File: src/rtl/conv_mac_accum_16bit_if.sv
`default_nettype none
// ============================================================================
// Module   : conv_mac_accum_16bit_if
// Brief    : Operand-in / result-out handshake bundle for the Q8.8 MAC stage.
// Revision : 1.0
// ============================================================================
interface conv_mac_accum_16bit_if;
    logic               in_valid;
    logic               in_ready;
    logic signed [15:0] pixel;
    logic signed [15:0] weight;
    logic               out_valid;
    logic               out_ready;
    logic        [15:0] out_data;
    logic               busy;

    modport master (
        output in_valid,
        output pixel,
        output weight,
        output out_ready,
        input  in_ready,
        input  out_valid,
        input  out_data,
        input  busy
    );

    modport slave (
        input  in_valid,
        input  pixel,
        input  weight,
        input  out_ready,
        output in_ready,
        output out_valid,
        output out_data,
        output busy
    );
endinterface
`default_nettype wire

File: src/rtl/conv_mac_accum_16bit.sv
`default_nettype none
// ============================================================================
// Module   : conv_mac_accum_16bit
// Brief    : Signed Q8.8 multiply-accumulate over KERNEL_LEN beats, emitting
//            one floored, saturated 16-bit window result.
// Revision : 1.0
// ============================================================================
module conv_mac_accum_16bit #(
    parameter int KERNEL_LEN = 9,
    parameter int FRAC_BITS  = 8,
    parameter int ACC_W      = 40
) (
    input  logic                   clk,
    input  logic                   rst,
    conv_mac_accum_16bit_if.slave  mac_if
);

    localparam int CNT_W = (KERNEL_LEN > 1) ? $clog2(KERNEL_LEN) : 1;
    localparam int SH_W  = ACC_W - FRAC_BITS;

    localparam logic [CNT_W-1:0]        C_CNT_LAST = CNT_W'(KERNEL_LEN - 1);
    localparam logic signed [SH_W-1:0]  C_POS_LIM  = SH_W'(32767);
    localparam logic signed [SH_W-1:0]  C_NEG_LIM  = SH_W'(-32768);

    typedef enum logic [1:0] {
        S_ACC   = 2'd0,
        S_FLUSH = 2'd1,
        S_OUT   = 2'd2,
        S_HOLD  = 2'd3
    } state_t;

    state_t                     state_q, state_d;
    logic [CNT_W-1:0]           cnt_q, cnt_d;
    logic signed [ACC_W-1:0]    acc_q, acc_d;
    logic signed [31:0]         prod_q, prod_d;
    logic                       prod_vld_q, prod_vld_d;
    logic [15:0]                out_data_q, out_data_d;
    logic                       out_valid_q, out_valid_d;

    logic                       w_in_ready;
    logic                       w_accept;
    logic signed [31:0]         w_prod;
    logic signed [ACC_W-1:0]    w_prod_ext;
    logic signed [SH_W-1:0]     w_shifted;
    logic [15:0]                w_sat;

    assign w_in_ready = (state_q == S_ACC) & ~rst;
    assign w_accept   = mac_if.in_valid & w_in_ready;

    // Operands are sign-extended first so the 32-bit product keeps full precision.
    assign w_prod = $signed({{16{mac_if.pixel[15]}}, mac_if.pixel})
                  * $signed({{16{mac_if.weight[15]}}, mac_if.weight});

    assign w_prod_ext = {{(ACC_W-32){prod_q[31]}}, prod_q};

    // Dropping the low FRAC_BITS of a two's-complement value is a floor shift.
    assign w_shifted = acc_q[ACC_W-1:FRAC_BITS];

    always_comb begin
        w_sat = w_shifted[15:0];
        if (w_shifted > C_POS_LIM) begin
            w_sat = 16'h7FFF;
        end else if (w_shifted < C_NEG_LIM) begin
            w_sat = 16'h8000;
        end
    end

    always_comb begin
        state_d     = state_q;
        cnt_d       = cnt_q;
        acc_d       = acc_q;
        prod_d      = prod_q;
        prod_vld_d  = w_accept;
        out_data_d  = out_data_q;
        out_valid_d = out_valid_q;

        if (w_accept) begin
            prod_d = w_prod;
        end

        if (prod_vld_q) begin
            acc_d = acc_q + w_prod_ext;
        end

        case (state_q)
            S_ACC: begin
                if (w_accept) begin
                    if (cnt_q == C_CNT_LAST) begin
                        cnt_d   = '0;
                        state_d = S_FLUSH;
                    end else begin
                        cnt_d = cnt_q + 1'b1;
                    end
                end
            end
            // Stay until the product register has drained into the accumulator.
            S_FLUSH: begin
                if (!prod_vld_q) begin
                    state_d = S_OUT;
                end
            end
            S_OUT: begin
                out_data_d  = w_sat;
                out_valid_d = 1'b1;
                state_d     = S_HOLD;
            end
            S_HOLD: begin
                if (mac_if.out_ready) begin
                    out_valid_d = 1'b0;
                    acc_d       = '0;
                    state_d     = S_ACC;
                end
            end
            default: begin
                state_d = S_ACC;
            end
        endcase
    end

    always_ff @(posedge clk) begin
        if (rst) begin
            state_q     <= S_ACC;
            cnt_q       <= '0;
            acc_q       <= '0;
            prod_q      <= '0;
            prod_vld_q  <= 1'b0;
            out_data_q  <= '0;
            out_valid_q <= 1'b0;
        end else begin
            state_q     <= state_d;
            cnt_q       <= cnt_d;
            acc_q       <= acc_d;
            prod_q      <= prod_d;
            prod_vld_q  <= prod_vld_d;
            out_data_q  <= out_data_d;
            out_valid_q <= out_valid_d;
        end
    end

    assign mac_if.in_ready  = w_in_ready;
    assign mac_if.out_valid = out_valid_q;
    assign mac_if.out_data  = out_data_q;
    assign mac_if.busy      = (cnt_q != '0) | prod_vld_q | (state_q != S_ACC) | out_valid_q;

endmodule
`default_nettype wire
File: src/flat_wrapper.sv
// flat-port wrapper written by rule: the top's interface ports become plain ports
module conv_mac_accum_16bit_flat 
#(
    parameter int KERNEL_LEN = 9,
    parameter int FRAC_BITS  = 8,
    parameter int ACC_W      = 40
)
  (clk, rst, mac_if_in_valid, mac_if_pixel, mac_if_weight, mac_if_out_ready, mac_if_in_ready, mac_if_out_valid, mac_if_out_data, mac_if_busy);
  conv_mac_accum_16bit_if mac_if_i ();
  input  logic clk;
  input  logic rst;
  input wire logic [$bits(mac_if_i.in_valid)-1:0] mac_if_in_valid;
  input wire logic [$bits(mac_if_i.pixel)-1:0] mac_if_pixel;
  input wire logic [$bits(mac_if_i.weight)-1:0] mac_if_weight;
  input wire logic [$bits(mac_if_i.out_ready)-1:0] mac_if_out_ready;
  output wire logic [$bits(mac_if_i.in_ready)-1:0] mac_if_in_ready;
  output wire logic [$bits(mac_if_i.out_valid)-1:0] mac_if_out_valid;
  output wire logic [$bits(mac_if_i.out_data)-1:0] mac_if_out_data;
  output wire logic [$bits(mac_if_i.busy)-1:0] mac_if_busy;
  assign mac_if_i.in_valid = mac_if_in_valid;
  assign mac_if_i.pixel = mac_if_pixel;
  assign mac_if_i.weight = mac_if_weight;
  assign mac_if_i.out_ready = mac_if_out_ready;
  assign mac_if_in_ready = mac_if_i.in_ready;
  assign mac_if_out_valid = mac_if_i.out_valid;
  assign mac_if_out_data = mac_if_i.out_data;
  assign mac_if_busy = mac_if_i.busy;
  conv_mac_accum_16bit #(.KERNEL_LEN(KERNEL_LEN), .FRAC_BITS(FRAC_BITS), .ACC_W(ACC_W)) u_core (.clk(clk), .rst(rst), .mac_if(mac_if_i));
endmodule
File: config.mk
export PLATFORM = sky130hd
export DESIGN_NAME = conv_mac_accum_16bit_flat
export DESIGN_NICKNAME = d
export VERILOG_FILES = /design/src/rtl/conv_mac_accum_16bit_if.sv /design/src/rtl/conv_mac_accum_16bit.sv /design/src/flat_wrapper.sv
export SDC_FILE = /design/constraint.sdc
export NUM_CORES = 1
export LEC_CHECK = 0
export ABC_AREA = 1
export CORE_MARGIN = 1
export CORE_UTILIZATION = 40
export CTS_CLUSTER_DIAMETER = 150
export DETAILED_ROUTE_END_ITERATION = 10
export PLACE_DENSITY = 0.59
export RECOVER_POWER = 100
export REMOVE_ABC_BUFFERS = 1
export SYNTH_ARGS = -nofsm -noshare
export SYNTH_HDL_FRONTEND = slang
export SYNTH_SLANG_ARGS = --single-unit
export TNS_END_PERCENT = 20
File: constraint.sdc
create_clock -name clk -period 9 [get_ports clk]
set_clock_uncertainty 0.05 [all_clocks]
set_input_delay 0.9 -clock clk [delete_from_list [all_inputs] [get_ports clk]]
set_output_delay 0.9 -clock clk [all_outputs]
set_load 0.05 [all_outputs]
**Run 1: cells coloured by class**

Drawn at 2 px/um.
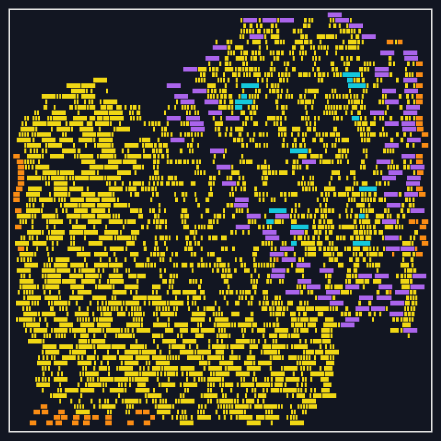
[yellow] all other logic | cells: 2283
[cyan] clock drivers and dummy loads | cells: 16
[orange] other buffers and delay cells | cells: 61
[purple] flip-flops | cells: 96

**Run 1: cell sizes after repair**

Drawn at 2 px/um.
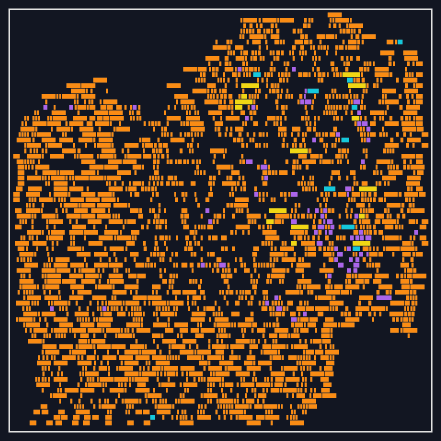
[orange] drive 1 or less | cells: 2359 | share: 96%
[purple] drive 2 | cells: 72 | share: 2.9%
[yellow] drive 6 and up | cells: 15 | share: 0.61%
[cyan] drive 3 to 4 | cells: 10 | share: 0.41%

**Run 1: M3 wires**

Drawn at 1.5 px/um. Cells faint in the background.
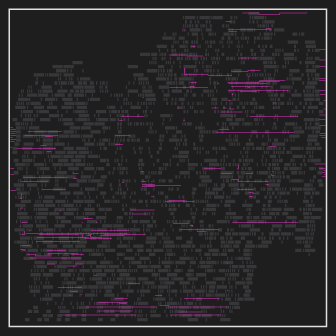
wire length on this layer: 1740 um
nets with wire on the layer: 126
share of all routed wire: 3.6%
main direction: horizontal
longest straight run: 51.5 um

==> CHANGELOG.md, run 1 <==
### Metrics

* Top-count cell post-synth: inv_1
* Max-slew violations at between 100 and 150
* CTS root buffer: clkbuf_16
* Crit path buffers/inverters at 6
* DRT Pass-1 Iters at 5
* Clock-pin slew on the worst setup and hold paths at 0.07 ns
* R2R Setup Slk at 4.69 ns
* Cell area leaders: fa_1 (30%), inv_1 (14%), nand2_1 (13%)
* Num rows at about 76
* Main flop type after synthesis: dfxtp_1
* Failing checks: max-capacitance violations, max-slew violations
* Final setup fails at 0
* Port Buffers at ~54
* CTS tree: done
* Drc violations at 0
* Commonest cells in the netlist: inv_1 (646), nand2_1 (593), fa_1 (263), nor2_1 (144), ha_1 (128)
* Via density at 4.864
* Core Footprint at 42980 um2
* Synth area leader: fa_1
* Worst slack at placement at 1.485 ns
* Final net count at about 2900
* CTS Buffer Depth at 2
* Max H-tree Level at 3
* Final setup TNS at 0 ns
* Status: finished with violations
* Layout cells sized above 1 at 3.950%
* Tool Warnings at 30
* Synthesized instance count at ~2500
* Ys async rst share at 0%
* Antenna violations before repair at 0
* Die area at 44310 um2
* Min-delay worst type: flop to flop
* Average size of a mapped cell at 7.054 um2
* Worst reg2reg startpoint: u_core.state_q[0]
* Initial Utilization at 40.46%
* Io pins at 55
* Vias at between 10000 and 15000
* GRT Total Usage at between 20% and 30%
* Pin count of the biggest net entering global routing at 58
* CTS Buf Count at 9
* Number of antenna repair diodes at 0
* Reg2Reg Depth at 10
* Family with the most delay on the worst path: adder cells
* RR Endpoint: u_core.prod_q[19]
* Post-Syn Area at 17390 um2
* Routed len/inst at around 16 um
* Max_cap viols at 3
* Critical Path Stages at 21
* Wirelength, routed at ~48000 um
* Final RePlAce weighted congestion at ~0.93
* Hold depth at 2
* Grt ovf at 0
* Crit Path Max Fanout at 16
* Critical Path End: u_core.prod_q[28]
* Area growth syn-to-layout at 7.124%
* Critical path, cell by cell: dlygate4sd3_1 > nand2_1 > inv_1 > fa_1 > fa_1 > fa_1 > fa_1 > fa_1 > inv_1 > fa_1 > inv_1 > ha_1 > nand2_1 > nor2_1 > inv_1 > nor3_1 > nand3_1 > nand4_1 > nand3_1 > nand2_1 > inv_1
* Synth warn at 0
* Post-synthesis cell type count at 51
* Largest stage delay on the critical path at 0.99 ns
* Worst path required time at roughly 9.2 ns
* Vias in the first global route at roughly 16000
* First-pass GRT wire length at 79720 um
* Final Cycle Share at 80.15%
* Slew @ Worst Pin at roughly 2.7 ns
* Yosys stat area at 17390 um2
* Yosys reg bits at 96
* Achievable Freq at 0.1386 GHz
* Worst setup SP type: input port
* WHS at 0.4075 ns
* Crit Path Category: input port to flop
* Post-CTS setup buffer count at 0
* Post-synth EDFFs at 0
* Crit path DAT at approximately 7.4 ns
* Dominant cell area share at 30.28%
* Hold Buf Count CTS at 0
* PnR worst setup slack at between 1.5 and 2 ns
* Die Ht at 210.5 um
## run 1: routing by layer
| metal | track usage (%) | share of wire (%) | vias up |
|---|---|---|---|
| li1 | - | - | 7289 |
| met1 | 29.27 | 45 | 7144 |
| met2 | 40.99 | 49 | 296 |
| met3 | 2.056 | 3.6 | 62 |
| met4 | 5.547 | 2.3 | 0 |
| met5 | 0 | 0 | - |
## run 1: cell type report
cell class	instances	area, um2
fillers	4543	24350
well taps	585	732.0
inverters	655	2459
multi-input cells	1628	12650
flip-flops and latches	96	1923
repair buffers	61	574.3
clock buffers	9	225.2
clock inverters	7	68.82
## run 1: worst min path at each step
stage                                          start                          to  slack (ns)
after global placement    u_core.mac_if.out_data[15]  u_core.mac_if.out_data[15]        0.40
after floorplan                     u_core.prod_q[0]            u_core.prod_q[0]        0.39
after global routing      u_core.mac_if.out_data[14]  u_core.mac_if.out_data[14]        0.43
after CTS                 u_core.mac_if.out_data[15]  u_core.mac_if.out_data[15]        0.41
after detailed placement  u_core.mac_if.out_data[15]  u_core.mac_if.out_data[15]        0.40
final                     u_core.mac_if.out_data[15]  u_core.mac_if.out_data[15]        0.41
## run 1: registers in the layout, summed over array words and instances, names as in the netlist
register                 cells
u_core.cnt_q                 4
u_core.mac_if.out_valid      1
u_core.acc_q                40
u_core.mac_if.out_data      16
u_core.prod_vld_q            1
u_core.prod_q               32
u_core.state_q               2
## run 1: cells in the final DEF (no fill, tap or decap), types with 4 or more instances in the layout
master / count
inv_1: 646
nand2_1: 593
fa_1: 263
nor2_1: 146
ha_1: 128
a21oi_1: 105
dfxtp_1: 95
o21ai_0: 91
nand3_1: 77
clkdlybuf4s50_1: 32
nand4_1: 28
nand2_2: 25
xor2_1: 22
dlygate4sd3_1: 22
o21bai_1: 16
nor3_1: 14
nor2_2: 13
a21o_1: 11
o211ai_1: 11
xnor2_1: 11
o21ai_1: 9
clkbuf_16: 9
or2_2: 8
nor4_1: 7
a31oi_1: 7
inv_2: 7
a21oi_2: 6
o21ai_2: 5
clkbuf_1: 5
nor3_2: 4
## run 1: kinds of logic (layout without fill, tap and decap cells)
family,Yosys count,after routing,synth area share [%]
and+or+nand+nor,930,930,22.60
AOI/OAI and AO/OA,273,273,9.073
muxes,1,1,0.05756
xor gates and xnor gates,33,33,1.662
adders and majority gates,391,391,39.49
buffers and inverters,741,732,16.07
DFF,96,96,11.05
## run 1: per-stage QoR
stage	area, um2	util [%]	cells
4_1_cts	18680	43.45	3041
3_3_place_gp	18380	42.77	3025
5_1_grt	18630	43.34	3041
2_1_floorplan	17050	-	2379
3_5_place_dp	18380	42.77	3025
6_report	18630	43.34	3041
## run 1: tightest hold or removal path: cells and delay by family (launching register included)
kind	cells	cell delay [ns]
flops	1	0.31
simple gates	1	0.06
compound gates	1	0.05
==> run 1 -> run 2 <==
- clock period: 9 -> 7.3 ns (I/O delays scaled with it)
**Run 2: cell sizes after repair**

Drawn at 2 px/um.
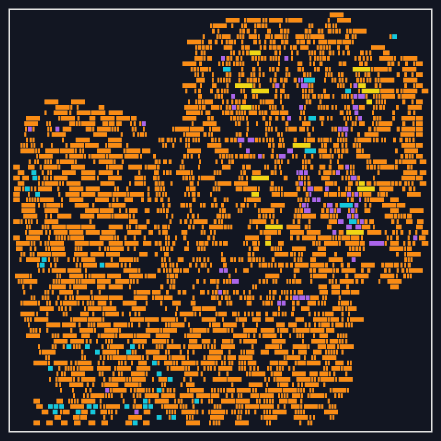
[yellow] drive 6 and up | cells: 16 | share: 0.64%
[orange] drive 1 or less | cells: 2358 | share: 95%
[cyan] drive 3 to 4 | cells: 41 | share: 1.6%
[purple] drive 2 | cells: 72 | share: 2.9%

**Run 2: cell outlines without signal wires**

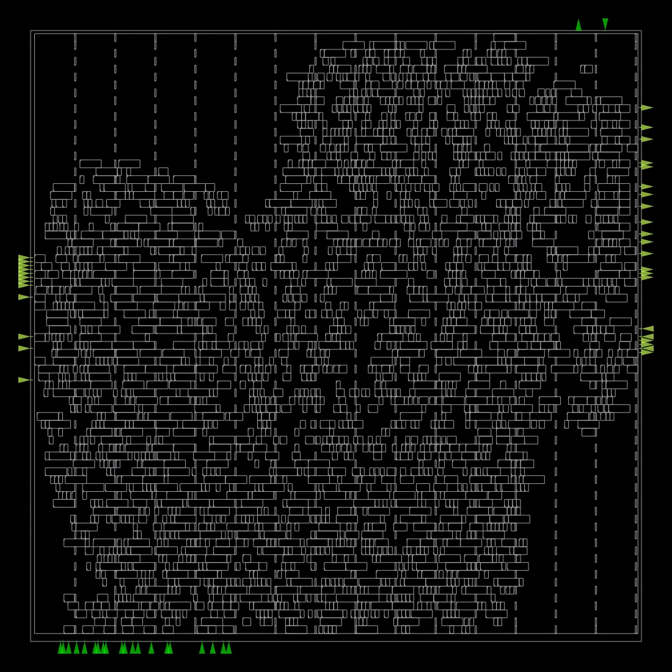
post-layout util: 43.92%
fillers: 4536

==> CHANGELOG.md, run 2 <==
### Metrics

* Status: finished with violations
* Failing checks: max-capacitance violations, max-slew violations
* Comb area at 12650 um2 (unchanged)
* Commonest Layout Cell: inv_1
* Post-synth EDFFs at 0 (unchanged)
* Met1 Use GR at 29.29% (about the same)
* Clk_lat worst skew at 0.36 ns
* Max_cap viols at 2 (-1)
* Most flops, register: u_core.acc_q
* Reg2Reg Depth at 10 (unchanged)
* Die Ht at 210.5 um (unchanged)
* Yosys stat area at 17390 um2 (unchanged)
* Drc violations at 0 (unchanged)
* Routed len/inst at 15.15 um (-3.6%)
* Area growth syn-to-layout at 8.555%
* Dpl hpwl at 40440 um
* Final Cycle Share at a little over nine tenths
* Max reg flops at 40 (unchanged)
* Wirelength, routed at 46560 um (-2.6%)
* Min-delay worst type: flop to flop
* GRT Total Usage at 22.23% (-0.53 points)
* Antenna Nets Post-Route at 0
* Vias in the first global route at 15580 (-0.12%)
* Post-Syn Area at 17390 um2 (unchanged)
* Via density at 4.858 (-0.11%)
* FF+latch area at 1923 um2 (unchanged)
* Largest stage delay on the critical path at 0.74 ns (-0.25 ns)
* Port Buffers at 54 (unchanged)
* Critical path, cell by cell: dlygate4sd3_1 > nand2_1 > inv_1 > fa_1 > inv_1 > fa_1 > inv_1 > fa_1 > fa_1 > fa_1 > inv_1 > fa_1 > inv_1 > ha_1 > nand4_1 > nor2_1 > nand4_1 > nand3b_1 > xor2_1 > o21ai_0 > inv_1
* Slew @ Worst Pin at 2.531 ns (-0.1257 ns)
* Top Layout Cells: inv_1 (646), nand2_1 (593), fa_1 (263)
* RSZ-0062 raised after global routing: false
* Post-CTS setup buffer count at 0 (unchanged)
* Final setup TNS at 0 ns (unchanged)
* Top-count cell post-synth: inv_1
* Layout cells sized above 1 at 5.187% (+1.2 points)
* Clock-pin slew on the worst setup and hold paths at 0.08 ns (about the same)
* Grt ovf at 0 (unchanged)
* Final net count at 2909 (+1.1%)
* Commonest cells in the netlist: inv_1 (646), nand2_1 (593), fa_1 (263), nor2_1 (144), ha_1 (128)
* Die Width at approximately 210 um
* Num rows at 76 (unchanged)
* Final RePlAce weighted congestion at 0.9688 (+4.0%)
* Dominant cell area share at 30.28% (unchanged)
* Ys async rst share at 0% (unchanged)
* Final setup fails at 0 (unchanged)
* Crit Path Max Fanout at 13 (-3)
* Vias at 14930 (+0.91%)
* Max H-tree Level at 3 (unchanged)
* Worst rel slew slack at -68.76%
* CTS Buffer Depth at 2 (unchanged)
* Synth area leader: fa_1
* CTS root buffer: clkbuf_16
* Crit-path slowest cell: dlygate4sd3_1
* Synth warn at 0 (unchanged)
* Core Footprint at 42980 um2 (unchanged)
* Initial Utilization at 40.46% (unchanged)
* Cells in synth_stat.txt at 2465
* Register share after synthesis at 11.05%
* DRT Pass-1 Iters at 6 (+1)
* WHS at 0.4089 ns (+0.001462 ns)
* Hold Buf Count CTS at 0 (unchanged)
* Hold Path End: u_core.mac_if.out_data[15]
* Initial DRC count at ~940
* Worst setup SP type: input port
* Achievable Freq at 0.1446 GHz
* Final hold viol count at 0
* GRT Max-Usage Layer: met2
* Pin count of the biggest net entering global routing at 58 (unchanged)
* Met3 usage at 1.967% (-0.089 points)
* CTS tree: done
* Crit Path Category: input port to flop
* Number of antenna repair diodes at 0 (unchanged)
* Io pins at 55 (unchanged)
* Tool Warnings at 30 (unchanged)
* Tmin final at approximately 7 ns
* Hold depth at 2 (unchanged)
* Post-synthesis cell type count at 51 (unchanged)
* RR Endpoint: u_core.prod_q[19]
* Cell area leaders: fa_1 (30%), inv_1 (14%), nand2_1 (13%)
* Hold_sp: u_core.mac_if.out_data[15]
* Yosys reg bits at 96 (unchanged)
* CP endpoint kind: flop
* Antenna violations before repair at 0 (unchanged)
* Max-slew violations at 113 (-20%)
* Post-cts gate resize count at 0
* Main flop type after synthesis: dfxtp_1
* First-pass GRT wire length at 78580 um (-1.4%)
* Met2 Resource Use GR at 38.63% (-2.4 points)
* Worst path required time at 7.55 ns (-1.66 ns)
* Crit path DAT at 7.17 ns (-0.25 ns)
* Average size of a mapped cell at 7.054 um2 (unchanged)
* Synthesized instance count at 2465 (unchanged)
* Worst reg2reg startpoint: u_core.state_q[0]
* CTS Buf Count at 9 (unchanged)
* R2R Setup Slk at 3.05 ns (-1.64 ns)
* Die area at 44310 um2 (unchanged)
* TritonCTS sink count at 96
* Crit path from: mac_if_pixel[15]
-- run 2: cell counts after synthesis --
Identical to the previous run, type by type.
-- run 2: routing by layer --
layer | part of all wire [%] | vias to the layer above
met3 | 4.2 | 75
met5 | 0 | -
met1 | 46 | 7122
met2 | 48 | 385
li1 | - | 7343
met4 | 2.6 | 0
-- run 2: kinds of logic after synthesis --
| logic type | share of synthesized area, % |
|---|---|
| xor+xnor | 1.662 |
| flops | 11.05 |
| fa+ha+maj | 39.49 |
| buf+inv | 16.07 |
| simple gates | 22.60 |
| compound gates | 9.073 |
| mux | 0.05756 |
-- run 2: worst max-delay path, delay by kind of cell --
family | cells | cell delay, ns
adders and majority gates | 7 | 3.53
buffers and inverters | 7 | 1.26
AOI/OAI and AO/OA | 1 | 0.11
and+or+nand+nor | 5 | 1.26
xor gates and xnor gates | 1 | 0.25
-- run 2: stage by stage --
step | util (%) | worst slack, ns | cell area [um2] | std cells
finish | 43.92 | 0.3837 | 18880 | 3072
global route | 43.92 | 0.1078 | 18880 | 3072
CTS | 44.02 | 0.4862 | 18920 | 3072
detailed placement | 43.31 | 0.1087 | 18620 | 3056
global placement | 43.31 | 0.1615 | 18620 | 3056
floorplan | - | 1.585 | 17050 | 2379
-- run 2: worst max-delay path by stage --
stage                                    to  cells after the start
after floorplan           u_core.prod_q[20]                     18
after global placement    u_core.prod_q[20]                     21
after detailed placement  u_core.prod_q[20]                     21
after CTS                 u_core.prod_q[20]                     21
after global routing      u_core.prod_q[20]                     21
final                     u_core.prod_q[20]                     21
-- run 2: final cells by class --
class | instances | share of cell area (%)
clock buffers | 9 | 1.193
clock inverters | 7 | 0.4308
multi-input cells | 1628 | 66.99
well taps | 585 | 3.878
repair buffers | 92 | 4.295
flip-flops and latches | 96 | 10.19
inverters | 655 | 13.02
